Track usage over the die:
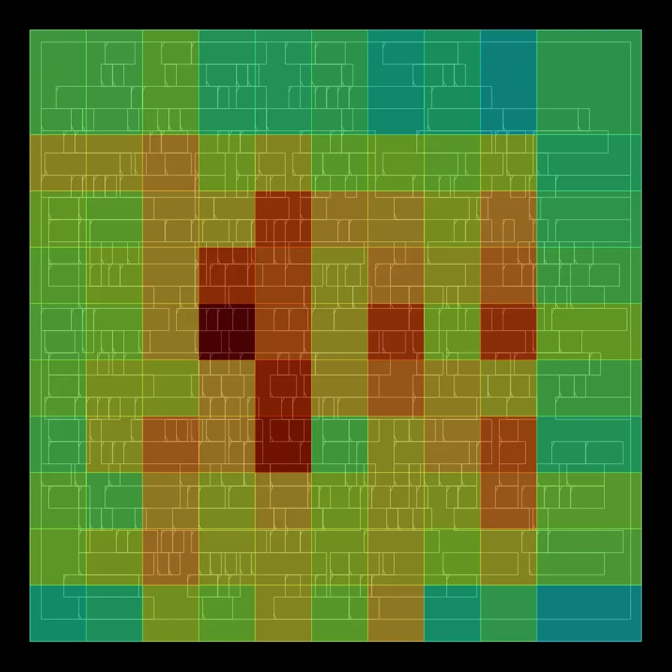
Sequential cells coloured by netlist name:
Scale bar: 20 um. Other sequential cells in the stronger grey, the rest of the logic in the fainter grey.
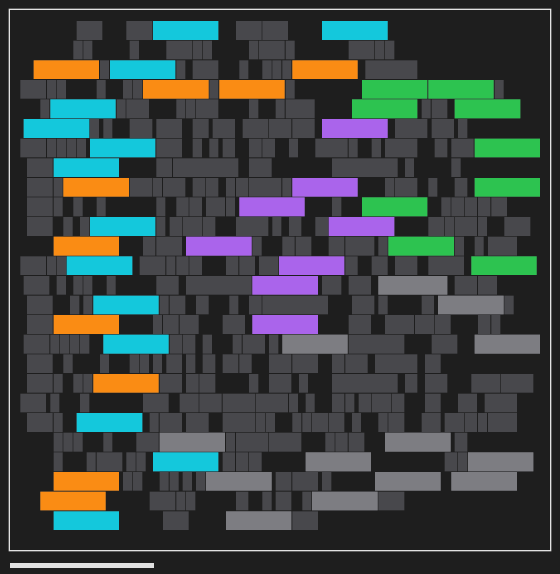
Zoomed window:
Scale bar: 10 um. Window x 6 to 31, y 6 to 31 um. Cells in grey, sequential cells in the stronger grey; small squares are vias.
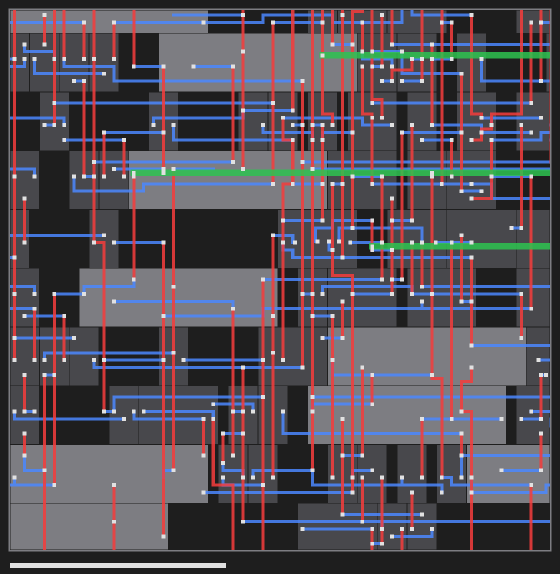
### src/rtl/uart_score_pkg.sv
// uart_score_pkg
// Shared definitions for the score-report UART transmitter: packet header and
// length, the character FSM state encoding and the packet byte builder.
// Optional feature macro: UART_SCORE_TX_PARITY_EN (adds an even-parity bit
// to every character; the PARITY state is only reached when it is defined).
package uart_score_pkg;

  localparam logic [7:0] PKT_HDR = 8'hA5;
  localparam int         PKT_LEN = 6;

  typedef enum logic [2:0] {
    IDLE   = 3'd0,
    START  = 3'd1,
    DATA   = 3'd2,
    PARITY = 3'd3,
    STOP   = 3'd4
  } tx_state_e;

  // Byte idx of the report packet built from the snapshot values.
  // Byte 5 is the XOR checksum of bytes 0..4.
  function automatic logic [7:0] pkt_byte(
    input logic [2:0]  idx,
    input logic [13:0] score,
    input logic [9:0]  combo,
    input logic        finish
  );
    logic [7:0] b1;
    logic [7:0] b2;
    logic [7:0] b3;
    logic [7:0] b4;
    b1 = {2'b00, score[13:8]};
    b2 = score[7:0];
    b3 = {finish, 5'b00000, combo[9:8]};
    b4 = combo[7:0];
    case (idx)
      3'd0:    pkt_byte = PKT_HDR;
      3'd1:    pkt_byte = b1;
      3'd2:    pkt_byte = b2;
      3'd3:    pkt_byte = b3;
      3'd4:    pkt_byte = b4;
      3'd5:    pkt_byte = PKT_HDR ^ b1 ^ b2 ^ b3 ^ b4;
      default: pkt_byte = 8'h00;
    endcase
  endfunction

  // Even parity: the bit that makes the total count of ones even.
  function automatic logic even_parity(input logic [7:0] d);
    even_parity = ^d;
  endfunction

endpackage

### src/rtl/uart_tx_byte.sv
// uart_tx_byte
// Serialises one byte as start(0), 8 data bits LSB first, [even parity],
// stop(1), each bit CLKS_PER_BIT uclk cycles long.
// Optional feature macro: UART_SCORE_TX_PARITY_EN.
// Ports:
//   uclk   in   clock
//   arst   in   asynchronous active-high reset (tx forced high)
//   load   in   take data; honoured only while ready is high
//   data   in   byte to send
//   ready  out  high in IDLE and on the last cycle of the stop bit, so a
//               new byte loaded then follows the stop bit with no gap
//   tx     out  registered serial line, idles high
module uart_tx_byte
  import uart_score_pkg::*;
#(
  parameter int CLKS_PER_BIT = 434
) (
  input  logic       uclk,
  input  logic       arst,
  input  logic       load,
  input  logic [7:0] data,
  output logic       ready,
  output logic       tx
);

  localparam int CNT_W = (CLKS_PER_BIT > 1) ? $clog2(CLKS_PER_BIT) : 1;
  localparam logic [CNT_W-1:0] CNT_LAST = CNT_W'(CLKS_PER_BIT - 1);

  tx_state_e        state_r;
  logic [CNT_W-1:0] baud_cnt_r;
  logic [2:0]       bit_cnt_r;
  logic [7:0]       shift_r;
  logic             tx_r;
  logic             bit_end_s;
`ifdef UART_SCORE_TX_PARITY_EN
  logic             parity_r;
`endif

  // Decode end-of-bit and the load window from the current state.
  always_comb begin
    bit_end_s = (baud_cnt_r == CNT_LAST);
    ready     = (state_r == IDLE) || ((state_r == STOP) && bit_end_s);
  end

  // Character framing FSM with baud counter and output shifter.
  always_ff @(posedge uclk or posedge arst) begin
    if (arst) begin
      state_r    <= IDLE;
      baud_cnt_r <= '0;
      bit_cnt_r  <= 3'd0;
      shift_r    <= 8'h00;
      tx_r       <= 1'b1;
`ifdef UART_SCORE_TX_PARITY_EN
      parity_r   <= 1'b0;
`endif
    end else begin
      case (state_r)
        IDLE: begin
          baud_cnt_r <= '0;
          bit_cnt_r  <= 3'd0;
          if (load) begin
            state_r  <= START;
            shift_r  <= data;
            tx_r     <= 1'b0;
`ifdef UART_SCORE_TX_PARITY_EN
            parity_r <= even_parity(data);
`endif
          end else begin
            tx_r <= 1'b1;
          end
        end
        START: begin
          if (bit_end_s) begin
            state_r    <= DATA;
            baud_cnt_r <= '0;
            tx_r       <= shift_r[0];
          end else begin
            baud_cnt_r <= baud_cnt_r + CNT_W'(1);
          end
        end
        DATA: begin
          if (bit_end_s) begin
            baud_cnt_r <= '0;
            if (bit_cnt_r == 3'd7) begin
              bit_cnt_r <= 3'd0;
`ifdef UART_SCORE_TX_PARITY_EN
              state_r   <= PARITY;
              tx_r      <= parity_r;
`else
              state_r   <= STOP;
              tx_r      <= 1'b1;
`endif
            end else begin
              bit_cnt_r <= bit_cnt_r + 3'd1;
              shift_r   <= {1'b0, shift_r[7:1]};
              tx_r      <= shift_r[1];
            end
          end else begin
            baud_cnt_r <= baud_cnt_r + CNT_W'(1);
          end
        end
`ifdef UART_SCORE_TX_PARITY_EN
        PARITY: begin
          if (bit_end_s) begin
            state_r    <= STOP;
            baud_cnt_r <= '0;
            tx_r       <= 1'b1;
          end else begin
            baud_cnt_r <= baud_cnt_r + CNT_W'(1);
          end
        end
`endif
        STOP: begin
          if (bit_end_s) begin
            baud_cnt_r <= '0;
            // A byte loaded on the last stop cycle starts immediately.
            if (load) begin
              state_r  <= START;
              shift_r  <= data;
              tx_r     <= 1'b0;
`ifdef UART_SCORE_TX_PARITY_EN
              parity_r <= even_parity(data);
`endif
            end else begin
              state_r <= IDLE;
              tx_r    <= 1'b1;
            end
          end else begin
            baud_cnt_r <= baud_cnt_r + CNT_W'(1);
          end
        end
        default: begin
          state_r    <= IDLE;
          baud_cnt_r <= '0;
          bit_cnt_r  <= 3'd0;
          tx_r       <= 1'b1;
        end
      endcase
    end
  end

  assign tx = tx_r;

endmodule

### src/rtl/uart_score_tx.sv
// uart_score_tx
// Sends a 6-byte game report (A5, score hi, score lo, finish/combo hi,
// combo lo, XOR checksum) over UART. Inputs are snapshotted when a send
// request is accepted; requests while busy are dropped.
// Optional feature macro: UART_SCORE_TX_PARITY_EN (even parity per char).
// Ports:
//   uclk    in   UART-domain clock
//   arst    in   asynchronous active-high reset, aborts a packet in flight
//   send    in   one-cycle transmit request
//   score   in   14-bit score
//   combo   in   10-bit combo
//   finish  in   song-finished flag
//   tx      out  serial line, idles high
//   busy    out  high while a packet is in flight
//   done    out  one-cycle pulse when the last stop bit ends
module uart_score_tx
  import uart_score_pkg::*;
#(
  parameter int CLK_HZ = 50_000_000,
  parameter int BAUD   = 115200
) (
  input  logic        uclk,
  input  logic        arst,
  input  logic        send,
  input  logic [13:0] score,
  input  logic [9:0]  combo,
  input  logic        finish,
  output logic        tx,
  output logic        busy,
  output logic        done
);

  localparam int CLKS_PER_BIT = CLK_HZ / BAUD;
  localparam logic [2:0] LAST_IDX = 3'(PKT_LEN - 1);

  generate
    if (CLKS_PER_BIT < 2) begin : g_bad_cfg
      $error("uart_score_tx: CLK_HZ/BAUD must be at least 2");
    end
  endgenerate

  logic [13:0] score_r;
  logic [9:0]  combo_r;
  logic        finish_r;
  logic [2:0]  idx_r;
  logic        busy_r;
  logic        done_r;

  logic        accept_s;
  logic        next_s;
  logic        last_s;
  logic        load_s;
  logic [7:0]  load_data_s;
  logic        byte_ready_s;
  logic        byte_tx_s;

  // Packet sequencing decisions and the byte to hand to the serialiser.
  always_comb begin
    accept_s = send & ~busy_r;
    next_s   = busy_r & byte_ready_s & (idx_r != LAST_IDX);
    last_s   = busy_r & byte_ready_s & (idx_r == LAST_IDX);
    load_s   = accept_s | next_s;
    // The header is constant, so byte 0 needs no snapshot yet.
    if (accept_s) begin
      load_data_s = PKT_HDR;
    end else begin
      load_data_s = pkt_byte(idx_r + 3'd1, score_r, combo_r, finish_r);
    end
  end

  // Snapshot registers, byte index, busy flag and done pulse.
  always_ff @(posedge uclk or posedge arst) begin
    if (arst) begin
      score_r  <= 14'd0;
      combo_r  <= 10'd0;
      finish_r <= 1'b0;
      idx_r    <= 3'd0;
      busy_r   <= 1'b0;
      done_r   <= 1'b0;
    end else begin
      done_r <= last_s;
      if (accept_s) begin
        score_r  <= score;
        combo_r  <= combo;
        finish_r <= finish;
        idx_r    <= 3'd0;
        busy_r   <= 1'b1;
      end else if (next_s) begin
        idx_r <= idx_r + 3'd1;
      end else if (last_s) begin
        busy_r <= 1'b0;
      end else begin
        busy_r <= busy_r;
      end
    end
  end

  uart_tx_byte #(
    .CLKS_PER_BIT(CLKS_PER_BIT)
  ) u_tx_byte (
    .uclk  (uclk),
    .arst  (arst),
    .load  (load_s),
    .data  (load_data_s),
    .ready (byte_ready_s),
    .tx    (byte_tx_s)
  );

  assign tx   = byte_tx_s;
  assign busy = busy_r;
  assign done = done_r;

endmodule
### config.mk
export PLATFORM = sky130hd
export DESIGN_NAME = uart_score_tx
export DESIGN_NICKNAME = d
export VERILOG_FILES = /design/src/rtl/uart_score_pkg.sv /design/src/rtl/uart_tx_byte.sv /design/src/rtl/uart_score_tx.sv
export SDC_FILE = /design/constraint.sdc
export NUM_CORES = 1
export LEC_CHECK = 0
export CORE_UTILIZATION = 55
export CTS_BUF_LIST = sky130_fd_sc_hd__clkbuf_16
export DETAILED_ROUTE_END_ITERATION = 10
export GPL_TIMING_DRIVEN = 0
export PLACE_DENSITY = 0.78
export SKIP_LAST_GASP = 1
export SLEW_MARGIN = 0
export SYNTH_ARGS = -nofsm -noshare
export SYNTH_HDL_FRONTEND = slang
export SYNTH_SLANG_ARGS = --single-unit
### constraint.sdc
create_clock -name uclk -period 3.62 [get_ports uclk]
set_input_delay 0.724 -clock uclk [delete_from_list [all_inputs] [get_ports uclk]]
set_output_delay 0.724 -clock uclk [all_outputs]
set_load 0.1 [all_outputs]
==> out/metrics.cfg <==
[outcome]
outcome = finished clean

[placed_design]
pre_cts_slack_ns = 0.998
routabilityCongestion = 0.858
io_buffers = 30
place_inst = 428

[critical_path]
crit_arrival_ns = 1.94
cp_slowest_stage_delay_ns = 1.13
path_depth = 1
critPathKind = reg -> out
path_cells = clkdlybuf4s50_1
path_delay_family = buffers and inverters

[min_path]
hp-class = reg -> reg

[route]
routed_wl_um = 5800
viasPerCell = 5.44
vias = 2368
postRouteAntennaNets = 0
dr.pass1.iters = 4

[clock_tree]
insertion_delay_ns = 0.28
numCtsBuffers = 5
post_cts_buffers = 0
h-tree-depth = 2
cts_resized = 0
cts_tree = yes
hold_buffers = 0

[timing]
skew_ns = 0.00235
final_max_slew_viol_count = 0
worstMarginPinSlew_ns = 0.968
layout_min_cycle_time_ns = 2.67
setup_slack_ns = 0.951
timing.setup.tns_ns = 0
rsz0062_at_grt = false
hold_viol_final = 0

[final_layout]
drive_above_1_share_pct = 7.12
final_cells = 435
fillers = 422
finalNetCount = 402
final_cell_mix = nand2_1, dfrtp_1, clkdlybuf4s50_1, nor2_1, o21ai_0
antennaDiodeCount = 0

[synth]
ys_cells = 327
ys_ff = 54

[pwr]
power_density_mw_per_mm2 = 809
ir_drop_mv = 0.380
power_uw = 2810

[floorplan]
io_pins = 31
core_mm2 = 0.00511
chipArea_mm2 = 0.00561
die_w_um = 74.9

[grt]
antenna_found_initial = 0

-- 'track usage over the die' (at the start) --
routed len/inst: 13.3 um
layer with the highest usage: met2
final core utilization: 67.9%
GRT Overall Usage: 23.6%

-- 'sequential cells coloured by netlist name' (at the start) --
Key: `score_r` = cyan [flops 14]; `u_tx_byte.baud_cnt_r` = green [flops 9]; `u_tx_byte.shift_r` = purple [flops 8, where centre]; `combo_r` = orange [flops 10]
Another 13 sequential cells are not coloured.

-- 'zoomed window' (at the start) --
Key: metal 3 = green; metal 2 = red; metal 1 = blue
Sequential cells in the window: 7. Netlist names of flops here include `combo_r` (3), `score_r` (3). Most frequent: nand2_1 (26), dfrtp_1 (7), clkbuf_1 (6). 59 logic cells have their middle in the window.

==> power by group <==
part           internal [uW]  leakage, uW  switching (uW)  total, uW
Sequential               827     0.000688             205       1030
Clock                    250    0.0000694             203        453
Combinational            551     0.000789             770       1320
Total                   1630      0.00155            1180       2810
==> registers in the layout, indices dropped and copies added (netlist names), 3 cells and up <==
| signal | cells |
|---|---|
| u_tx_byte.bit_cnt_r | 3 |
| u_tx_byte.state_r | 3 |
| u_tx_byte.baud_cnt_r | 9 |
| u_tx_byte.shift_r | 8 |
| idx_r | 3 |
| combo_r | 10 |
| score_r | 14 |
==> cell families (layout without fill, tap and decap cells) <==
family / Yosys count / after routing / synth area share [%]
and+or+nand+nor: 152 / 152 / 23.3
AOI/OAI and AO/OA: 63 / 63 / 14.9
DFF: 54 / 54 / 46.3
xor gates and xnor gates: 22 / 22 / 6.59
buffers and inverters: 22 / 60 / 3.17
adders and majority gates: 9 / 9 / 3.85
muxes: 5 / 5 / 1.88
==> final cells by class <==
cell class	count	area, um2	area share [%]
tap	70	87.6	2.53
sequential	54	1350	39.0
clock buffer	5	125	3.61
buffer	16	70.1	2.02
inverter	6	22.5	0.650
multi-input combinational	251	1480	42.7
clock inverter	2	10.0	0.289
timing repair buffer	31	320	9.24
==> final timing paths <==
check                                                 startpoint                          endpoint  slack [ns]
max in group asynchronous                                   arst          u_tx_byte.tx$_DFFE_PP1P_        2.24
worst max register to register              idx_r[0]$_DFFE_PP0P_  u_tx_byte.shift_r[2]$_DFFE_PP0P_        1.42
min in group asynchronous                                   arst            score_r[9]$_DFFE_PP0P_        0.78
worst min-delay path            u_tx_byte.shift_r[5]$_DFFE_PP0P_  u_tx_byte.shift_r[5]$_DFFE_PP0P_        0.49
worst min register to register  u_tx_byte.shift_r[5]$_DFFE_PP0P_  u_tx_byte.shift_r[5]$_DFFE_PP0P_        0.49
worst max-delay path                    u_tx_byte.tx$_DFFE_PP1P_                                tx        0.95
==> through the flow <==
stage / cell area, um2 / hold WS (ns)
6_report: 3470 / 0.488
5_1_grt: 3470 / 0.499
4_1_cts: 3470 / 0.488
3_5_place_dp: 3330 / 0.472
3_3_place_gp: 3310 / 0.462
2_1_floorplan: 2920 / 0.450
==> synthesized netlist by cell type (all sizes together) (2+ instances only) <==
cell	number	area share [%]
nand2	88	11
dfrtp	53	45
nor2	30	4.1
o21ai	18	3.6
xnor2	15	4.5
a21oi	14	2.4
clkbuf	13	1.7
nand3	10	1.7
ha	9	3.9
nor2b	8	1.7
xor2	7	2.1
inv	6	0.77
a22oi	4	1.0
a31oi	4	0.86
mux2	4	1.5
o31ai	4	1.5
and3	3	0.64
buf	3	0.73
o22ai	3	0.64
a211oi	2	0.51
a221o	2	0.68
a222oi	2	0.68
a22o	2	0.60
nand4	2	0.43
nor3b	2	0.51
nor4	2	0.94
==> routing by layer <==
| layer | global-route usage, % | wire [um] |
|---|---|---|
| met5 | 0 | 0 |
| met4 | 9.22 | 61 |
| met3 | 3.48 | 169 |
| met2 | 39.2 | 2920 |
| met1 | 31.3 | 2650 |
Power figures rest on the tool's default switching activity, not on a simulated workload.
